Run 1, placed standard cells:
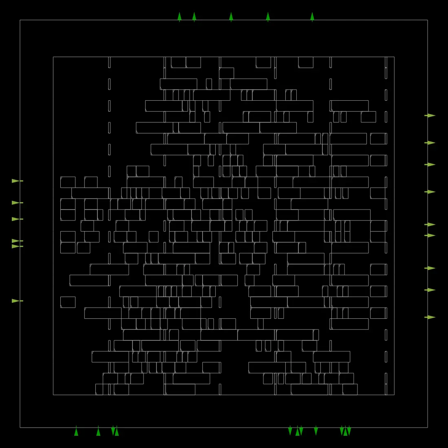
Run 1, I/O pins on the die edge:
The bar under the picture is 20 µm long. Pins as bars across the die edge, other pins in grey.
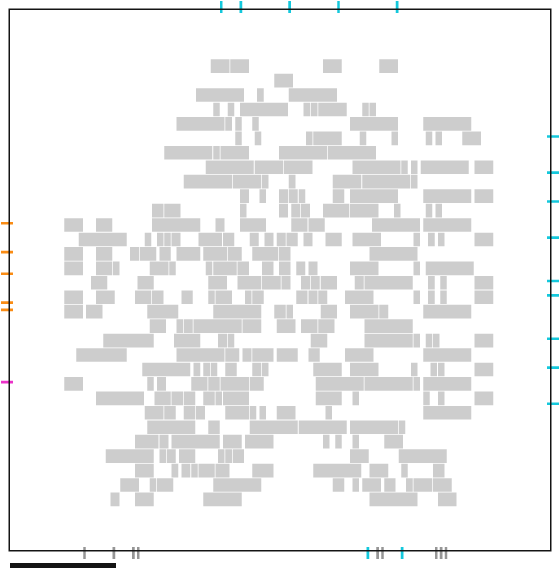
Run 1, a small window of the routed layout:
Region (66, 66) to (86, 86) µm. Cells in grey, sequential cells in the stronger grey; small squares are vias.
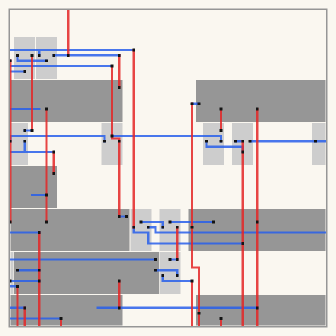
===== config.mk =====
export PLATFORM = sky130hd
export DESIGN_NAME = uart_rx
export DESIGN_NICKNAME = d
export VERILOG_FILES = /design/src/rtl/uart_pkg.sv /design/src/rtl/sync_2ff.sv /design/src/rtl/uart_rx.sv
export SDC_FILE = /design/constraint.sdc
export NUM_CORES = 1
export LEC_CHECK = 0
export CORE_MARGIN = 8
export CORE_UTILIZATION = 35
export DETAILED_ROUTE_END_ITERATION = 10
export GPL_TIMING_DRIVEN = 0
export SLEW_MARGIN = 20
export SYNTH_ARGS = -nofsm -noshare
export SYNTH_HDL_FRONTEND = slang
export SYNTH_HIERARCHICAL = 1
export SYNTH_SLANG_ARGS = --single-unit

===== constraint.sdc =====
create_clock -name clk_100m -period 3.6 [get_ports clk_100m]
set_input_delay 0.54 -clock clk_100m [delete_from_list [all_inputs] [get_ports clk_100m]]
set_output_delay 0.54 -clock clk_100m [all_outputs]
set_load 0.05 [all_outputs]

===== src/rtl/uart_pkg.sv =====
// -----------------------------------------------------------------------------
// uart_pkg
// Shared UART definitions used by both the receiver and the transmitter.
//   uart_state_e  : frame-level state encoding (IDLE/START/DATA/STOP)
//   UART_MAX_BITS : largest supported data word length in bits
//   UART_CNT_W    : width of a bit-position counter covering 0..UART_MAX_BITS
// -----------------------------------------------------------------------------
package uart_pkg;

    typedef enum logic [1:0] {
        IDLE  = 2'd0,
        START = 2'd1,
        DATA  = 2'd2,
        STOP  = 2'd3
    } uart_state_e;

    localparam int unsigned UART_MAX_BITS = 16;
    localparam int unsigned UART_CNT_W    = $clog2(UART_MAX_BITS) + 1;

endpackage : uart_pkg


===== src/rtl/sync_2ff.sv =====
// -----------------------------------------------------------------------------
// sync_2ff
// Two-flop synchronizer for a single asynchronous input bit.
//   clk_i   : destination clock
//   rst_ni  : asynchronous active-low reset, loads RESET_VAL into both flops
//   d_i     : asynchronous input
//   q_o     : synchronized output, two clk_i cycles behind d_i
// -----------------------------------------------------------------------------
module sync_2ff #(
    parameter logic RESET_VAL = 1'b0
) (
    input  logic clk_i,
    input  logic rst_ni,
    input  logic d_i,
    output logic q_o
);

    logic meta_q;
    logic sync_q;

    always_ff @(posedge clk_i or negedge rst_ni) begin
        if (!rst_ni) begin
            meta_q <= RESET_VAL;
            sync_q <= RESET_VAL;
        end else begin
            meta_q <= d_i;
            sync_q <= meta_q;
        end
    end

    assign q_o = sync_q;

endmodule : sync_2ff


===== src/rtl/uart_rx.sv =====
// -----------------------------------------------------------------------------
// uart_rx
// UART receiver: 1 start bit, 1..16 data bits (LSB first), 1 stop bit, sampled
// on an OVERSAMPLE x baud clock enable. Received words are offered to the host
// with a valid/read handshake; framing and overrun errors are sticky flags.
//   clk_100m      : system clock, rising edge
//   rst_n         : asynchronous active-low reset
//   rx            : serial line (asynchronous, idles high)
//   clken         : one-cycle tick at OVERSAMPLE x baud
//   bits_per_word : index of last data bit (word length = value + 1)
//   rd_en         : host read strobe, consumes data_out
//   data_out      : last received word, zero-extended
//   rx_valid      : data_out holds an unread word
//   rx_busy       : a frame is in progress
//   frame_err     : sticky, stop bit was sampled low
//   overrun       : sticky, a word arrived while the previous was unread
//   err_clr       : clears frame_err and overrun
// -----------------------------------------------------------------------------
module uart_rx
    import uart_pkg::*;
#(
    parameter int unsigned DATA_W     = 16,
    parameter int unsigned OVERSAMPLE = 16
) (
    input  logic              clk_100m,
    input  logic              rst_n,
    input  logic              rx,
    input  logic              clken,
    input  logic [4:0]        bits_per_word,
    input  logic              rd_en,
    output logic [DATA_W-1:0] data_out,
    output logic              rx_valid,
    output logic              rx_busy,
    output logic              frame_err,
    output logic              overrun,
    input  logic              err_clr
);

    localparam int unsigned      TICK_W   = $clog2(OVERSAMPLE);
    localparam logic [TICK_W-1:0] TICK_MID = TICK_W'(OVERSAMPLE / 2 - 1);
    localparam logic [TICK_W-1:0] TICK_END = TICK_W'(OVERSAMPLE - 1);

    logic rx_s;

    uart_state_e           state_q,   state_d;
    logic [TICK_W-1:0]     tick_q,    tick_d;
    logic [UART_CNT_W-1:0] bit_pos_q, bit_pos_d;
    logic [DATA_W-1:0]     shift_q,   shift_d;
    logic [DATA_W-1:0]     data_q,    data_d;
    logic                  valid_q,   valid_d;
    logic                  ferr_q,    ferr_d;
    logic                  ovr_q,     ovr_d;

    logic word_done;
    logic stop_low;
    logic ovr_set;

    sync_2ff #(
        .RESET_VAL(1'b1)
    ) u_rx_sync (
        .clk_i  (clk_100m),
        .rst_ni (rst_n),
        .d_i    (rx),
        .q_o    (rx_s)
    );

    always_ff @(posedge clk_100m or negedge rst_n) begin
        if (!rst_n) begin
            state_q   <= IDLE;
            tick_q    <= '0;
            bit_pos_q <= '0;
            shift_q   <= '0;
            data_q    <= '0;
            valid_q   <= 1'b0;
            ferr_q    <= 1'b0;
            ovr_q     <= 1'b0;
        end else begin
            state_q   <= state_d;
            tick_q    <= tick_d;
            bit_pos_q <= bit_pos_d;
            shift_q   <= shift_d;
            data_q    <= data_d;
            valid_q   <= valid_d;
            ferr_q    <= ferr_d;
            ovr_q     <= ovr_d;
        end
    end

    // Frame FSM: every state/counter advance is gated by clken.
    always_comb begin
        state_d   = state_q;
        tick_d    = tick_q;
        bit_pos_d = bit_pos_q;
        shift_d   = shift_q;
        word_done = 1'b0;
        stop_low  = 1'b0;

        case (state_q)
            IDLE: begin
                if (clken && !rx_s) begin
                    state_d = START;
                    tick_d  = '0;
                end
            end

            START: begin
                if (clken) begin
                    if (tick_q == TICK_MID) begin
                        tick_d = '0;
                        if (!rx_s) begin
                            state_d   = DATA;
                            bit_pos_d = '0;
                            shift_d   = '0;
                        end else begin
                            // Line back high at mid start bit: treat as a glitch.
                            state_d = IDLE;
                        end
                    end else begin
                        tick_d = tick_q + TICK_W'(1);
                    end
                end
            end

            DATA: begin
                if (clken) begin
                    if (tick_q == TICK_END) begin
                        tick_d = '0;
                        for (int unsigned i = 0; i < DATA_W; i++) begin
                            if (UART_CNT_W'(i) == bit_pos_q) begin
                                shift_d[i] = rx_s;
                            end
                        end
                        if (bit_pos_q == bits_per_word) begin
                            state_d = STOP;
                        end else begin
                            bit_pos_d = bit_pos_q + UART_CNT_W'(1);
                        end
                    end else begin
                        tick_d = tick_q + TICK_W'(1);
                    end
                end
            end

            STOP: begin
                if (clken) begin
                    if (tick_q == TICK_END) begin
                        tick_d    = '0;
                        word_done = 1'b1;
                        stop_low  = !rx_s;
                        state_d   = IDLE;
                    end else begin
                        tick_d = tick_q + TICK_W'(1);
                    end
                end
            end

            default: begin
                state_d = IDLE;
            end
        endcase
    end

    // Host handshake and sticky flags; these act on any cycle.
    always_comb begin
        data_d  = data_q;
        valid_d = valid_q;
        ovr_set = 1'b0;

        if (word_done) begin
            // A read landing on the completion cycle consumes the old word,
            // so only an unread word is overrun.
            data_d  = shift_q;
            valid_d = 1'b1;
            ovr_set = valid_q && !rd_en;
        end else if (rd_en) begin
            valid_d = 1'b0;
        end

        ferr_d = ferr_q;
        if (stop_low) begin
            ferr_d = 1'b1;
        end else if (err_clr) begin
            ferr_d = 1'b0;
        end

        ovr_d = ovr_q;
        if (ovr_set) begin
            ovr_d = 1'b1;
        end else if (err_clr) begin
            ovr_d = 1'b0;
        end
    end

    assign data_out  = data_q;
    assign rx_valid  = valid_q;
    assign rx_busy   = (state_q != IDLE);
    assign frame_err = ferr_q;
    assign overrun   = ovr_q;

endmodule : uart_rx


==> results.py, run 1 <==
# Auto-generated metrics
metrics = {
    "synthesis": {
        "yosys_warnings": 6,
        "yosysTopAreaCell": "dfrtp_1",
        "syn-cell-area_um2": 2570,
        "synth_nets": 269,
        "synth.area.top_cells": "dfrtp_1, mux2_4, nand2_1",
        "ys_chip_area_um2": 2570,
        "yosys-top-cells-count": "nand2_1, dfrtp_1, mux2_4",
        "synthDistinctLibCells": 48,
        "synth-seq-cells": 48,
        "synth_top_cell_by_count": "nand2_1",
        "async_reset_ff_frac": 1.00,
        "seq_area_frac_synth": 0.468,
        "avgSynthCellArea_um2": 10.2,
        "edf_count": 0,
        "top_area_frac": 0.448,
        "yosysCellCount": 252,
    },
    "sta": {
        "fin_skew_ns": 0.00933,
        "finalClockPeriodUsage": 0.686,
        "fin_crit_ns": 2.47,
        "fin_ws_ns": 1.13,
        "rsz0062_at_grt": "false",
        "fmax_mhz": 405,
        "holdWs_ns": 0.218,
        "slew_headroom": 0.630,
        "setup_viol": 0,
        "fin_setup_tns_ns": 0,
        "tightest_slew_ns": 0.555,
        "maxSlewViolCount": 0,
    },
    "pwr": {
        "combPwrFrac": 0.442,
        "power_leakage_nw": 1.44,
        "power_frac_clock": 0.158,
        "irDropWorstVdd_mv": 0.219,
        "switchingPower_w": 0.000711,
        "internal_power_w": 0.00119,
        "p_seq_frac": 0.400,
        "pg_clk_w": 0.000300,
        "comb-power_w": 0.000839,
        "p_sw_frac": 0.375,
        "p_per_area_nw_per_um2": 614,
        "pg_seq_w": 0.000758,
    },
    "floorplan": {
        "fp_util": 0.358,
        "io_pins": 31,
        "die_area_um2": 10300,
        "rows": 31,
        "core_um2": 7180,
    },
    "worst_setup_path": {
        "crit_path_max_fanout": 5,
        "path_cells": "or2_2 > clkbuf_1 > clkdlybuf4s50_1",
        "crit_type": "reg -> out",
        "cp-start-kind": "register",
        "crit_required_ns": 3.06,
        "cp-end-kind": "output port",
        "arrival_ns": 1.93,
        "regToRegSetupSlack_ns": 1.69,
    },
    "cts": {
        "clock_latency_ns": 0.30,
        "clockBufferDepth": 2,
        "cts-root-buf": "clkbuf_8",
        "cts_tree": "done",
        "cts_hold_buf": 0,
        "cts.sinks": 48,
        "h-tree-depth": 2,
        "cts_made_buffers": 5,
    },
    "placed_design": {
        "post-place-ws_ns": 1.17,
        "port_buffers": 30,
        "place.gp.congestion": 0.854,
        "hpwl_um": 3840,
    },
    "finish": {
        "drive_gt1_frac": 0.207,
        "area_delta_synth_final_pct": 20.1,
        "fin_util": 0.430,
        "fin_nets": 307,
        "lay_top_cells": "nand2_1, dfrtp_1, clkdlybuf4s50_1",
        "diodes": 0,
        "lay_top_count": "nand2_1",
    },
    "grt": {
        "grt_usage": 0.109,
        "first_global_vias": 1832,
        "grt-ovfl-total": 0,
        "grt_max_degree": 27,
        "grt_antenna_before_repair": 0,
        "grt_pass1_wl_um": 8960,
    },
    "drt": {
        "vias": 1882,
        "drtIter0Drc": 101,
        "via_per_inst": 4.84,
        "detail_route.wl_per_cell_um": 13.5,
        "first_pass_iters": 4,
        "wl_um": 5250,
        "antenna_left": 0,
        "drc": 0,
    },
    "outcome": {
        "status": "finished, final reports clean",
    },
    "run": {
        "warning_count": 29,
    },
    "hold_path": {
        "hold_path.class": "in -> async",
    },
}
Back to the opening pictures, 'placed standard cells':
Non-Filler Instances: 389
inserted tap cell count: 99

Back to the opening pictures, 'I/O pins on the die edge':
| colour | port | pins | direction | edge |
|---|---|---|---|---|
| orange | `bits_per_word` | 5 | input | west |
| magenta | `rx` | 1 | input | west |
| cyan | `data_out` | 16 | output | 9 east, 5 north, 2 south |
all pins by edge: 11 south, 9 east, 6 west, 5 north
DIE HEIGHT: 102 µm
Die Wd: 102 µm

Back to the opening pictures, 'a small window of the routed layout':
| colour | layer |
|---|---|
| blue | M1 |
| red | M2 |
sequential cells in the window: 7
netlist names of flops here include: `data_out` (4), `shift_q` (3)
cells with their middle in the window: 16
most frequent: nand2_1 (9), dfrtp_1 (7)

## run 1: cell type report
cell class | count | area (µm²)
clock buffer | 6 | 72.6
sequential | 48 | 1200
multi-input combinational | 183 | 1250
timing repair buffer | 31 | 315
clock inverter | 1 | 5.00
buffer | 14 | 91.3
fill | 700 | 4090
inverter | 7 | 26.3
tap | 99 | 124
## run 1: state kept, by name, summed over array words and instances, names as in the netlist, named ones only
| register | cells |
|---|---|
| data_out | 16 |
| tick_q | 4 |
| u_rx_sync/q_o | 1 |
| rx_valid | 1 |
| frame_err | 1 |
| u_rx_sync/meta_q | 1 |
| shift_q | 16 |
| state_q | 1 |
| bit_pos_q | 5 |
| overrun | 1 |
## run 1: metal layers
layer,GRT usage,vias up,part of all wire
li1,-,933,-
met1,0.142,904,0.48
met2,0.174,40,0.46
met3,0.0192,5,0.043
met4,0.0447,0,0.017
met5,0,-,0
## run 1: stage by stage
step	power (W)	instance area, µm²
floorplan	0.00142	2570
global placement	0.00159	2990
detailed placement	0.00161	3010
CTS	0.00191	3090
global route	0.00203	3090
finish	0.00190	3090
## run 1: cells by family after synthesis
logic type,Yosys count,share of synthesized area
multiplexers,18,0.0993
buffers and inverters,21,0.0458
XOR/XNOR,6,0.0204
AND/OR/NAND/NOR,113,0.214
flip-flops,48,0.468
AND-OR/OR-AND,40,0.123
adder cells (fa/ha/maj),6,0.0292
## run 1: worst paths after layout
| kind | startpoint | to | depth (start not counted) |
|---|---|---|---|
| min in group clk_100m | u_rx_sync/meta_q | u_rx_sync/q_o | 0 |
| setup / recovery | state_q[0] | rx_busy | 3 |
| setup reg to reg | tick_q[0] | shift_q[4] | 6 |
| max in group asynchronous | rst_n | shift_q[8] | 2 |
| hold / removal | rst_n | tick_q[1] | 1 |
| hold reg to reg | u_rx_sync/meta_q | u_rx_sync/q_o | 0 |
--- run 2 (diff from run 1) ---
==> constraint.sdc (replaced) <==
create_clock -name clk_100m -period 2.25 [get_ports clk_100m]
set_input_delay 0.3375 -clock clk_100m [delete_from_list [all_inputs] [get_ports clk_100m]]
set_output_delay 0.3375 -clock clk_100m [all_outputs]
set_load 0.05 [all_outputs]
Run 2, a small window of the routed layout:
Region (66, 66) to (86, 86) µm. Cells in grey, sequential cells in the stronger grey; small squares are vias.
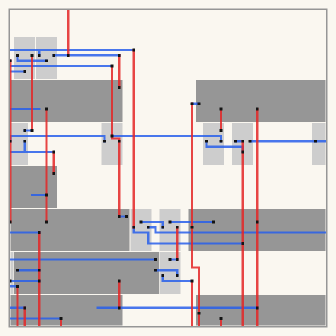
| colour | layer |
|---|---|
| blue | M1 |
| red | M2 |
sequential cells in the window: 7
cells with their middle in the window: 16
netlist names of flops here include: `data_out` (4), `shift_q` (3)
most frequent: nand2_1 (9), dfrtp_1 (7)

==> run 2 against run 1 <==
Effect of this change:
- design area hardly changed
- global-route usage did not move
- synthesized area is the same
- clock-buffer cell count stayed put
- clock power up about 60%
- critical path depth stayed put
==> results.py, run 2 <==
# Auto-generated metrics
metrics = {
    "worst_setup_path": {
        "crit_path_max_fanout": 5,
        "reg2reg_from": "tick_q[0]",
        "crit_required_ns": 1.91,
        "r2r_cells": 6,
        "regToRegSetupSlack_ns": 0.34,
        "path_cells": "or2_2 > clkbuf_1 > dlygate4sd2_1",
        "cp-end-kind": "output port",
        "crit_type": "reg -> out",
        "cp-start-kind": "register",
    },
    "finish": {
        "final-seq-area_um2": 1200,
        "area_delta_synth_final_pct": 20.1,
        "lay_top_count": "nand2_1",
        "fin_util": 0.430,
        "lay_top_cells": "nand2_1, dfrtp_1, clkdlybuf4s50_1",
        "diodes": 0,
        "drive_gt1_frac": 0.207,
        "fin_nets": 307,
    },
    "drt": {
        "via_per_inst": 4.84,
        "first_pass_iters": 4,
        "vias": 1882,
        "detail_route.wl_per_cell_um": 13.5,
        "drc": 0,
        "antenna_left": 0,
    },
    "sta": {
        "maxSlewViolCount": 0,
        "holdWs_ns": 0.0156,
        "fin_setup_tns_ns": 0,
        "fin_skew_ns": 0.00933,
        "setup_viol": 0,
        "finalClockPeriodUsage": 0.883,
        "fmax_mhz": 503,
        "fin_ws_ns": 0.262,
    },
    "hold_path": {
        "hold_path.class": "in -> async",
    },
    "grt": {
        "grt_usage": 0.109,
        "grt-ovfl-total": 0,
        "grt_pass1_wl_um": 8960,
        "grt_antenna_before_repair": 0,
    },
    "placed_design": {
        "hpwl_um": 3840,
        "post-place-ws_ns": 0.0192,
    },
    "pwr": {
        "p_sw_frac": 0.375,
        "pg_seq_w": 0.00121,
        "combPwrFrac": 0.441,
        "pg_clk_w": 0.000479,
        "irDropWorstVdd_mv": 0.350,
        "power_frac_clock": 0.158,
        "internal_power_w": 0.00189,
        "comb-power_w": 0.00134,
        "p_per_area_nw_per_um2": 982,
        "switchingPower_w": 0.00114,
    },
    "synthesis": {
        "top_area_frac": 0.448,
        "syn-cell-area_um2": 2570,
        "synth.area.top_cells": "dfrtp_1, mux2_4, nand2_1",
        "synth_nets": 269,
        "async_reset_ff_frac": 1.00,
        "avgSynthCellArea_um2": 10.2,
        "edf_count": 0,
        "simple_gate_area_frac": 0.214,
        "yosys-top-cells-count": "nand2_1, dfrtp_1, mux2_4",
        "fa_ha_area_frac": 0.0292,
        "ys_chip_area_um2": 2570,
        "mux_area_frac": 0.0993,
        "synth-seq-cells": 48,
        "synthDistinctLibCells": 48,
        "synth_top_cell_by_count": "nand2_1",
        "synthAoiAreaFrac": 0.123,
        "yosysTopAreaCell": "dfrtp_1",
        "yosysCellCount": 252,
    },
    "floorplan": {
        "die_width_um": 102,
        "die_h_um": 102,
        "core_um2": 7180,
        "rows": 31,
    },
    "cts": {
        "clockBufferDepth": 2,
        "cts.sinks": 48,
        "clock_latency_ns": 0.30,
        "cts_made_buffers": 5,
        "h-tree-depth": 2,
    },
    "outcome": {
        "status": "finished, final reports clean",
    },
}
-- run 2: cell count changes in the layout (fill, tap and decap cells not counted), sizes merged --
| cell | delta |
|---|---|
| clkdlybuf4s50 | -1 |
| dlygate4sd2 | +1 |
-- run 2: metal layers --
layer | up-vias | global-route usage | routed length [µm]
li1 | 933 | - | -
met3 | 5 | 0.0192 | 232
met4 | 0 | 0.0447 | 89
met2 | 42 | 0.174 | 2430
met1 | 902 | 0.142 | 2500
met5 | - | 0 | 0
-- run 2: through the flow --
stage	power [W]	cell area, µm²	std cells
finish	0.00303	3090	389
CTS	0.00306	3090	389
floorplan	0.00227	2570	252
global placement	0.00254	2990	381
detailed placement	0.00257	3010	382
global route	0.00324	3090	389
-- run 2: final cells by class --
class	count	area share
inverters	7	0.00852
plain buffers	14	0.0296
repair buffers	31	0.102
multi-input cells	183	0.405
clock buffers	6	0.0235
flip-flops and latches	48	0.390
clock inverters	1	0.00162
well taps	99	0.0401
-- run 2: worst max path at each step --
stage	from	endpoint	slack [ns]	cells past startpoint
2_1_floorplan	tick_q[0]	shift_q[10]	0.53	6
3_3_place_gp	rst_n	data_out[2]	-0.56	1
3_5_place_dp	clken	data_out[12]	0.02	7
4_1_cts	state_q[0]	rx_busy	0.26	3
5_1_grt	tick_q[0]	data_out[12]	0.15	7
6_report	state_q[0]	rx_busy	0.26	3
-- run 2: cell families (layout without fill, tap and decap cells) --
family | Yosys count | in the layout
and+or+nand+nor | 113 | 113
DFF | 48 | 48
AOI/OAI and AO/OA | 40 | 40
buffers and inverters | 21 | 59
muxes | 18 | 18
adders and majority gates | 6 | 6
xor gates and xnor gates | 6 | 6
-- run 2: repair_timing --
| action | CTS | global route |
|---|---|---|
| hold buffers | 0 | 0 |
| resized | 1 | 0 |
| endpoints found under the setup margin | 1 | 0 |
--- run 3 (diff from run 2) ---
--- a/config.mk
+++ b/config.mk
@@ -9,6 +9,7 @@
 export CORE_UTILIZATION = 35
 export DETAILED_ROUTE_END_ITERATION = 10
 export GPL_TIMING_DRIVEN = 0
+export SKIP_CTS_REPAIR_TIMING = 1
 export SLEW_MARGIN = 20
 export SYNTH_ARGS = -nofsm -noshare
 export SYNTH_HDL_FRONTEND = slang
Run 3, local utilization:
10 x 10 tiles, from white (low) to dark blue (high), 0 to 100% covered.
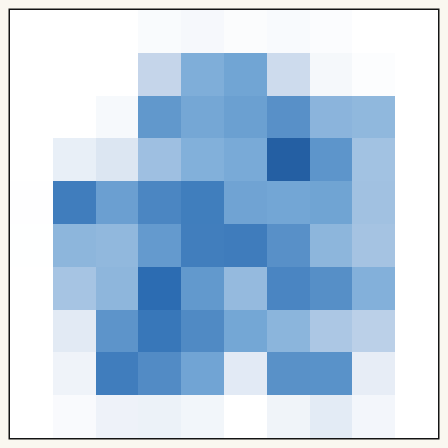
nearly empty tiles: 30%
tiles over 75% full: 2.0%
mean over tiles: 29%
densest ninth of the die: centre

==> run 3 against run 2 <==
Effect of this change:
- first-iteration DRC count stayed put
- non-clock buffer count stayed put
- die area is the same
- critical endpoint is now shift_q[4]
- critical path type is now reg -> reg
- sequential share of layout area is essentially flat
- sequential power about the same
- worst hold slack barely moved
- highest routed layer unchanged
- synthesized cell count stayed put
- setup slack better by 0.075 ns
- power increased by 0.14%
- final cell count unchanged
==> results.py, run 3 <==
# Auto-generated metrics
metrics = {
    "sta": {
        "fmax_mhz": 523,
        "holdWs_ns": 0.0157,
        "fin_setup_tns_ns": 0,
    },
    "drt": {
        "vias": 1882,
        "wl_met2_um": 2430,
        "via_per_inst": 4.84,
        "first_pass_iters": 4,
        "drc": 0,
        "antenna_left": 0,
    },
    "grt": {
        "grt_antenna_before_repair": 0,
        "grt_usage": 0.109,
    },
    "synthesis": {
        "syn-cell-area_um2": 2570,
        "synth_top_cell_by_count": "nand2_1",
        "top_area_frac": 0.448,
        "avgSynthCellArea_um2": 10.2,
        "yosysCellCount": 252,
        "synth-seq-cells": 48,
        "synth_nets": 269,
        "ys_chip_area_um2": 2570,
        "edf_count": 0,
        "async_reset_ff_frac": 1.00,
    },
    "finish": {
        "lay_top_cells": "nand2_1, dfrtp_1, clkdlybuf4s50_1",
        "fin_cells": 389,
        "lay_top_count": "nand2_1",
    },
    "floorplan": {
        "die_width_um": 102,
        "rows": 31,
    },
    "worst_setup_path": {
        "cp-end-kind": "register",
        "cp-start-kind": "register",
        "crit_required_ns": 2.43,
        "crit_end": "shift_q[4]",
        "crit_type": "reg -> reg",
        "crit_path_max_fanout": 10,
    },
    "cts": {
        "cts.sinks": 48,
    },
    "hold_path": {
        "hold_path.class": "in -> async",
    },
    "placed_design": {
        "hpwl_um": 3840,
    },
    "outcome": {
        "status": "finished, final reports clean",
    },
}
## run 3: routing by layer
metal  vias to the layer above  track usage
met2                        40        0.174
met4                         0       0.0447
li1                        933            -
met1                       904        0.142
met5                         -            0
met3                         5       0.0192
## run 3: final cells by class
class | count | area, µm² | share of cell area
sequential | 48 | 1200 | 0.390
buffer | 14 | 91.3 | 0.0296
clock inverter | 1 | 5.00 | 0.00162
tap | 99 | 124 | 0.0401
clock buffer | 6 | 72.6 | 0.0235
timing repair buffer | 31 | 318 | 0.103
multi-input combinational | 183 | 1250 | 0.404
inverter | 7 | 26.3 | 0.00851
## run 3: where the power goes
part           switching (W)  internal [W]  total [W]
logic               0.000730      0.000611    0.00134
clock network       0.000268      0.000212   0.000479
registers           0.000139       0.00107    0.00121
## run 3: cells by family after synthesis
logic type,Yosys count,synth area share
AND-OR/OR-AND,40,0.123
XOR/XNOR,6,0.0204
adder cells (fa/ha/maj),6,0.0292
buffers and inverters,21,0.0458
flip-flops,48,0.468
multiplexers,18,0.0993
AND/OR/NAND/NOR,113,0.214
## run 3: metrics by stage
step                       util  cell area (µm²)  setup slack (ns)
after floorplan               -             2570             0.528
after global placement    0.417             2990            -0.562
after detailed placement  0.419             3010            0.0192
after CTS                 0.430             3090           -0.0179
after global routing      0.431             3090             0.149
final                     0.431             3090             0.338
## run 3: worst min-delay path by stage
stage | from | endpoint
floorplan | rst_n | async pin
global placement | u_rx_sync/meta_q | u_rx_sync/q_o
detailed placement | u_rx_sync/meta_q | u_rx_sync/q_o
CTS | rst_n | tick_q[1]
global route | rst_n | tick_q[1]
finish | rst_n | tick_q[1]
## run 3: critical path, stage by stage (launching register included)
cell	delay, ns
dfrtp_1	0.39
ha_1	0.32
and3_1	0.28
o221ai_2	0.15
buf_6	0.18
nor2_1	0.15
mux2_4	0.31
No activity file was given, so power comes from the tool's default toggle rates.
